--- src/rtl/arb_request_agent_if.sv ---
// arb_request_agent_if: job/request/grant bundle between the agent and its environment
// master: agent view (drives job_ready, req, active, done, busy, err)
// slave: environment view (drives job_valid, beats, grant)
interface arb_request_agent_if #(
  parameter int N = 8,
  parameter int BEAT_W = 4
);
  logic [N-1:0] job_valid;
  logic [N-1:0] job_ready;
  logic [BEAT_W-1:0] beats;
  logic [N-1:0] req;
  logic [N-1:0] grant;
  logic [N-1:0] active;
  logic [N-1:0] done;
  logic busy;
  logic err;
  modport master (input job_valid, beats, grant, output job_ready, req, active, done, busy, err);
  modport slave (output job_valid, beats, grant, input job_ready, req, active, done, busy, err);
endinterface

--- src/rtl/arb_request_agent.sv ---
// arb_request_agent: per-channel job queue driving a one-hot arbiter, tenure tracking and grant checking
// clk, rst_n (async active-low); bus: job_valid/job_ready/beats in, req/grant to arbiter,
// active/done/busy tenure status, err sticky protocol flag
module arb_request_agent #(
  parameter int N = 8,
  parameter int CNT_W = 4,
  parameter int BEAT_W = 4
) (
  input logic clk,
  input logic rst_n,
  arb_request_agent_if.master bus
);
  typedef enum logic {IDLE, OWN} state_t;
  localparam logic [CNT_W-1:0] PMAX = '1;
  state_t state, state_nx;
  logic [CNT_W-1:0] pend [N];
  logic [N-1:0] owner, pend_nz, ready, req, done;
  logic [BEAT_W-1:0] bcnt;
  logic grant_ok, last, err;
  always_comb begin
    for (int k = 0; k < N; k++) begin
      pend_nz[k] = pend[k] != '0;
      ready[k] = pend[k] != PMAX;
    end
    last = state == OWN && bcnt == BEAT_W'(1);
    // owner-only request in OWN keeps a fixed-priority arbiter locked on us
    req = state == OWN ? owner : pend_nz;
    grant_ok = $onehot(bus.grant) && (bus.grant & ~req) == '0;
    done = last ? owner : '0;
    state_nx = state == IDLE ? (grant_ok ? OWN : IDLE) : (last ? IDLE : OWN);
  end
  always_ff @(posedge clk or negedge rst_n) begin
    if (!rst_n) begin
      state <= IDLE;
      owner <= '0;
      bcnt <= '0;
      err <= 1'b0;
    end else begin
      state <= state_nx;
      if (state == IDLE && grant_ok) begin
        owner <= bus.grant;
        bcnt <= bus.beats == '0 ? BEAT_W'(1) : bus.beats;
      end else if (state == OWN) begin
        bcnt <= bcnt - 1'b1;
      end
      if ((state == IDLE && bus.grant != '0 && !grant_ok) || (state == OWN && bus.grant != owner))
        err <= 1'b1;
    end
  end
  // a job arriving on the same edge as that channel's done cancels out
  always_ff @(posedge clk or negedge rst_n) begin
    if (!rst_n) begin
      for (int k = 0; k < N; k++) pend[k] <= '0;
    end else begin
      for (int k = 0; k < N; k++) begin
        if (bus.job_valid[k] && ready[k] && !done[k]) pend[k] <= pend[k] + 1'b1;
        else if (done[k] && !(bus.job_valid[k] && ready[k])) pend[k] <= pend[k] - 1'b1;
      end
    end
  end
  assign bus.req = req;
  assign bus.done = done;
  assign bus.job_ready = ready;
  assign bus.active = state == OWN ? owner : '0;
  assign bus.busy = state == OWN;
  assign bus.err = err;
endmodule
--- src/flat_wrapper.sv ---
// flat-port wrapper written by rule: the top's interface ports become plain ports
module arb_request_agent_flat 
#(
  parameter int N = 8,
  parameter int CNT_W = 4,
  parameter int BEAT_W = 4
)
  (clk, rst_n, bus_job_valid, bus_beats, bus_grant, bus_job_ready, bus_req, bus_active, bus_done, bus_busy, bus_err);
  arb_request_agent_if #(.N(N), .BEAT_W(BEAT_W)) bus_i ();
  input logic clk;
  input logic rst_n;
  input wire logic [$bits(bus_i.job_valid)-1:0] bus_job_valid;
  input wire logic [$bits(bus_i.beats)-1:0] bus_beats;
  input wire logic [$bits(bus_i.grant)-1:0] bus_grant;
  output wire logic [$bits(bus_i.job_ready)-1:0] bus_job_ready;
  output wire logic [$bits(bus_i.req)-1:0] bus_req;
  output wire logic [$bits(bus_i.active)-1:0] bus_active;
  output wire logic [$bits(bus_i.done)-1:0] bus_done;
  output wire logic [$bits(bus_i.busy)-1:0] bus_busy;
  output wire logic [$bits(bus_i.err)-1:0] bus_err;
  assign bus_i.job_valid = bus_job_valid;
  assign bus_i.beats = bus_beats;
  assign bus_i.grant = bus_grant;
  assign bus_job_ready = bus_i.job_ready;
  assign bus_req = bus_i.req;
  assign bus_active = bus_i.active;
  assign bus_done = bus_i.done;
  assign bus_busy = bus_i.busy;
  assign bus_err = bus_i.err;
  arb_request_agent #(.N(N), .CNT_W(CNT_W), .BEAT_W(BEAT_W)) u_core (.clk(clk), .rst_n(rst_n), .bus(bus_i));
endmodule
--- config.mk ---
export PLATFORM = sky130hd
export DESIGN_NAME = arb_request_agent_flat
export DESIGN_NICKNAME = d
export VERILOG_FILES = /design/src/rtl/arb_request_agent_if.sv /design/src/rtl/arb_request_agent.sv /design/src/flat_wrapper.sv
export SDC_FILE = /design/constraint.sdc
export NUM_CORES = 1
export LEC_CHECK = 0
export CAP_MARGIN = 25
export CORE_ASPECT_RATIO = 0.9
export CORE_MARGIN = 1.5
export CORE_UTILIZATION = 50
export CTS_BUF_LIST = sky130_fd_sc_hd__clkbuf_4
export CTS_CLUSTER_DIAMETER = 50
export CTS_CLUSTER_SIZE = 25
export DETAILED_ROUTE_END_ITERATION = 10
export GPL_ROUTABILITY_DRIVEN = 0
export PLACE_DENSITY = 0.79
export SYNTH_ARGS = -nofsm -noshare
export SYNTH_HDL_FRONTEND = slang
export SYNTH_SLANG_ARGS = --single-unit
export TNS_END_PERCENT = 10
--- constraint.sdc ---
create_clock -name clk -period 2.6 [get_ports clk]
set_clock_uncertainty 0.15 [all_clocks]
set_input_delay 0.26 -clock clk [delete_from_list [all_inputs] [get_ports clk]]
set_output_delay 0.26 -clock clk [all_outputs]
set_load 0.05 [all_outputs]
Port wiring:
Drawn at 3 px/um.
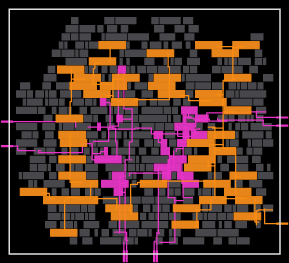
port	color	direction	edge	end cells	buffers	wire
`bus_grant`	magenta	input	4 bottom, 2 right, 2 left	27	16	518 um
`rst_n`	orange	input	right	46	3	366 um
IO buf count: 55
# IOs: 56

Congestion heat map:
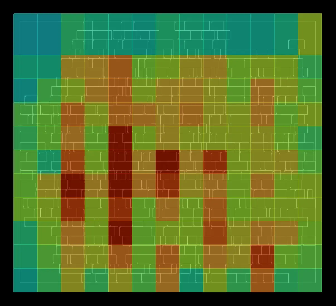
met3 usage: 0.0468
GRT met2 Usage: 0.409
routed len/inst: 15.2 um

Local utilization:
Drawn at 4 px/um. The die is cut into 9 by 8 equal tiles; dark blue is low, red is high, 0 to 100% covered.
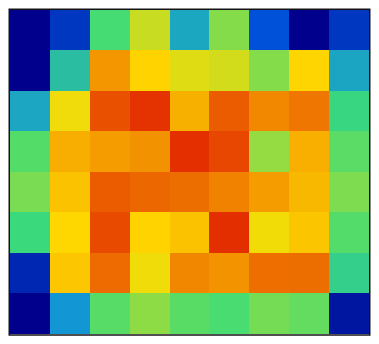
tiles over 75% full	47%
nearly empty tiles	5.6%
densest ninth of the die	center
fullest tile	95%
mean over tiles	63%
FP Util: 0.517
Finished Core Util: 0.713

M3 wires:
Drawn at 6 px/um. Cells faint in the background.
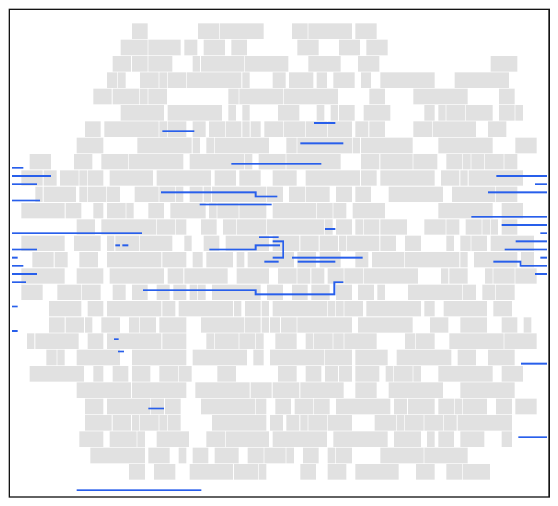
wire length on this layer	286 um
nets with wire on the layer	39
main direction	horizontal
share of all routed wire	3.8%
DR vias: 2706
drt total wl: 7640 um

Clock wires, drivers and flops:
Drawn at 4 px/um.
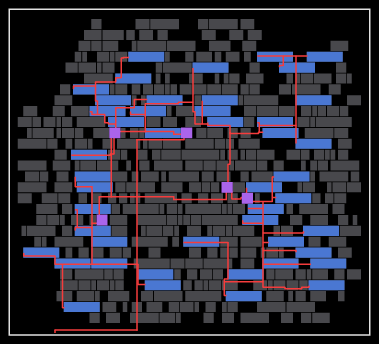
[clock drivers] purple | count: 5
[flip-flops] blue | count: 46
[clock wires] red | length: 581 um
flops lie	widely spread
clk_lat worst skew: 0.37 ns
clk pwr: 354 uW
Clock power frac: 0.063

==> registers in the layout (all words and copies together) (netlist names) <==
name	cells
u_core.bus.err	1
u_core.bus.busy	1
u_core.bcnt	4
u_core.owner	8
u_core.pend	32
==> timing repair <==
item	CTS	global route
pin swaps	14	16
endpoints found under the hold margin	21	1
gates resized	46	23
setup endpoints to repair	23	24
hold buffers	1	1
==> metrics by stage <==
stage                util  instance area (um^2)  hold WS [ns]
global route        0.713                  4670        0.0562
finish              0.713                  4670        0.0797
floorplan               -                  3440        -0.186
detailed placement  0.682                  4470        0.0997
CTS                 0.702                  4600        0.0498
global placement    0.682                  4470         0.106
==> cell type report <==
type                            count  area [um^2]  area share
Multi-Input combinational cell    230         2230       0.478
Sequential cell                    46         1150       0.247
Timing Repair Buffer               89          955       0.204
Inverter                           39          159      0.0340
Tap cell                           90          113      0.0241
Clock buffer                        6         45.0     0.00965
Clock inverter                      2         13.8     0.00295
==> cells in the final DEF, fill, tap and decap left out, drive strengths merged, types with 2 or more instances in the layout <==
cell,n
buf,64
dfrtp,46
inv,39
ha,36
xnor2,27
clkdlybuf4s50,23
mux2,18
nor2,17
nand2,17
a21oi,13
and2,12
fa,12
xor2,11
o21ai,10
nand4,9
a21o,8
or4,7
mux2i,6
clkbuf,6
nor3,5
nor4,3
nor2b,2
o22ai,2
dlygate4sd3,2
clkinv,2
==> worst reg2reg max path, stage by stage, from the launching register on <==
cell	delay, ns
dfrtp_1	0.41
inv_2	0.07
ha_1	0.14
nor4b_4	0.22
buf_4	0.19
nand2_1	0.10
ha_2	0.21
inv_1	0.07
ha_1	0.23
a21o_1	0.20
a21oi_2	0.14
xnor2_1	0.13
nor2_1	0.07
xor2_1	0.14
==> results.toml <==
# generated from flow reports
[power_and_ir_drop]
power_leakage_nw = 2.14
seq_cell_power_mw = 1.56
seqPwrFrac = 0.278
p_comb_frac = 0.659
p_total_mw = 5.61
p_sw_mw = 2.64
max-vdd-ir-drop_mv = 0.849
cellPowerDensity_nw_per_um2 = 1200
power.group.top = "combinational cells"
pg_comb_mw = 3.70
internal_power_mw = 2.97
swShare = 0.471

[synthesis]
synth-seq-cells = 46
edf_count = 0
ys_chip_area_um2 = 3380
yosysTopAreaCellShare = 0.340
mux_area_frac = 0.0843
synthAoiAreaFrac = 0.0902
synth.distinct_cells = 43
syn_inst = 318
most_common_cell = "dfrtp_1"
synth-xor-area-share = 0.0983
synth_seq_share = 0.340
yosysCellCount = 318
ys_warn_count = 0
syn_area_per_cell_um2 = 10.6
synth.area.top_cells = "dfrtp_1 (34%), ha_1 (13%), fa_1 (7.1%)"
synthAdderAreaFrac = 0.204
flop_cell = "dfrtp_1"
logic_family = "adder cells"
syn_nets = 388
async_reset_ff_frac = 1.00
common_cells = "dfrtp_1 (46), inv_1 (38), ha_1 (36), xnor2_1 (27), nand2_1 (17)"
syn_area_um2 = 3380
synth.largest_area_cell = "dfrtp_1"
simple_gate_area_frac = 0.134

[sta]
fin_crit_ns = 3.68
relSlewSlack = 0.667
rsz0062_at_grt = "yes"
finalHoldViolations = 0
fin_crit_sh = 1.42
tightest_slew_ns = 0.500
setup_ws_ns = -1.08
setup_viol = 14
setup_tns_ns = -14.11
slew_violations = 0
clock.fmax_ghz = 0.272

[setup_path]
crit_family = "adder cells"
timing.rr.end = "u_core.pend[31]$_DFFE_PN0P_"
crit_slowest_cell = "fa_1"
cp_max_fo = 8
critPathCapture = "u_core.owner[5]$_DFFE_PN0P_"
worst_setup_path_start_kind = "primary input"
timing.rr.start = "u_core.bcnt[1]$_DFFE_PN0P_"
max_stage_delay_ns = 0.57
critPathKind = "primary input to register"
crit_chain = "buf_6, ha_4, fa_1, inv_2, fa_1, inv_1, ha_2, fa_1, or4b_4, nor4_4, o2111ai_4, nor2_8, mux2_4"
crit_path_end_kind = "register"
crit_buf_inv = 3
rr_worst_depth = 13
worstSetupPathDepth = 13
critPathRequiredTime_ns = 2.72
ff2ff_setup_slack_ns = 0.02
arrival_ns = 3.81
crit_path_start = "bus_grant[7]"
cpMostUsedCell = "fa_1"

[hold_path]
holdPathEnd = "u_core.owner[2]$_DFFE_PN0P_"
worstHoldStart = "bus_grant[2]"
min_path_cells = 4
hold_class = "primary input to register"

[detailed_routing]
ant_nets = 0
wl_met2_um = 3940
drt-initial-drc-count = 150
first_pass_iters = 4
highest_layer = "met4"
wl_met1_um = 3310
wl_met3_um = 286
vias_per_cell = 5.39
drc = 0

[layout]
diodes = 0
fillers = 473
drive_above_1_share = 0.337
area_growth_pct = 38.0
fin_nets = 481
instances_no_fill = 502

[global_route]
grt_max_degree = 26
busiest_layer = "met2"
grt_overflow = 0
grt.total_usage = 0.227
grt_pass1_wl_um = 13100
antenna_found_initial = 0
grt_use_met1 = 0.277
grt_pass1_vias = 2884

[clocking]
numCtsBuffers = 5
post_cts_buffers = 0
clk_path_buf_depth = 2
clock-sinks = 46
clk_pin_slew_ns = 0.14
cts_tree = "done"
ctsRootBufferMaster = "clkbuf_4"
h-tree-depth = 2

[run]
cap_violations = 0
warnings = 34

[floorplan]
die_h_um = 81.1
coreArea_um2 = 6550
die-width_um = 89.7
die_area_um2 = 7270
rows = 28

[placement]
place_ws_ns = -1.98
dp_hpwl_um = 5990
dpl.cell_count = 493

[outcome]
outcome = "finished, violations left"
violations = "setup timing"
Power is estimated from default activity; no workload was simulated.
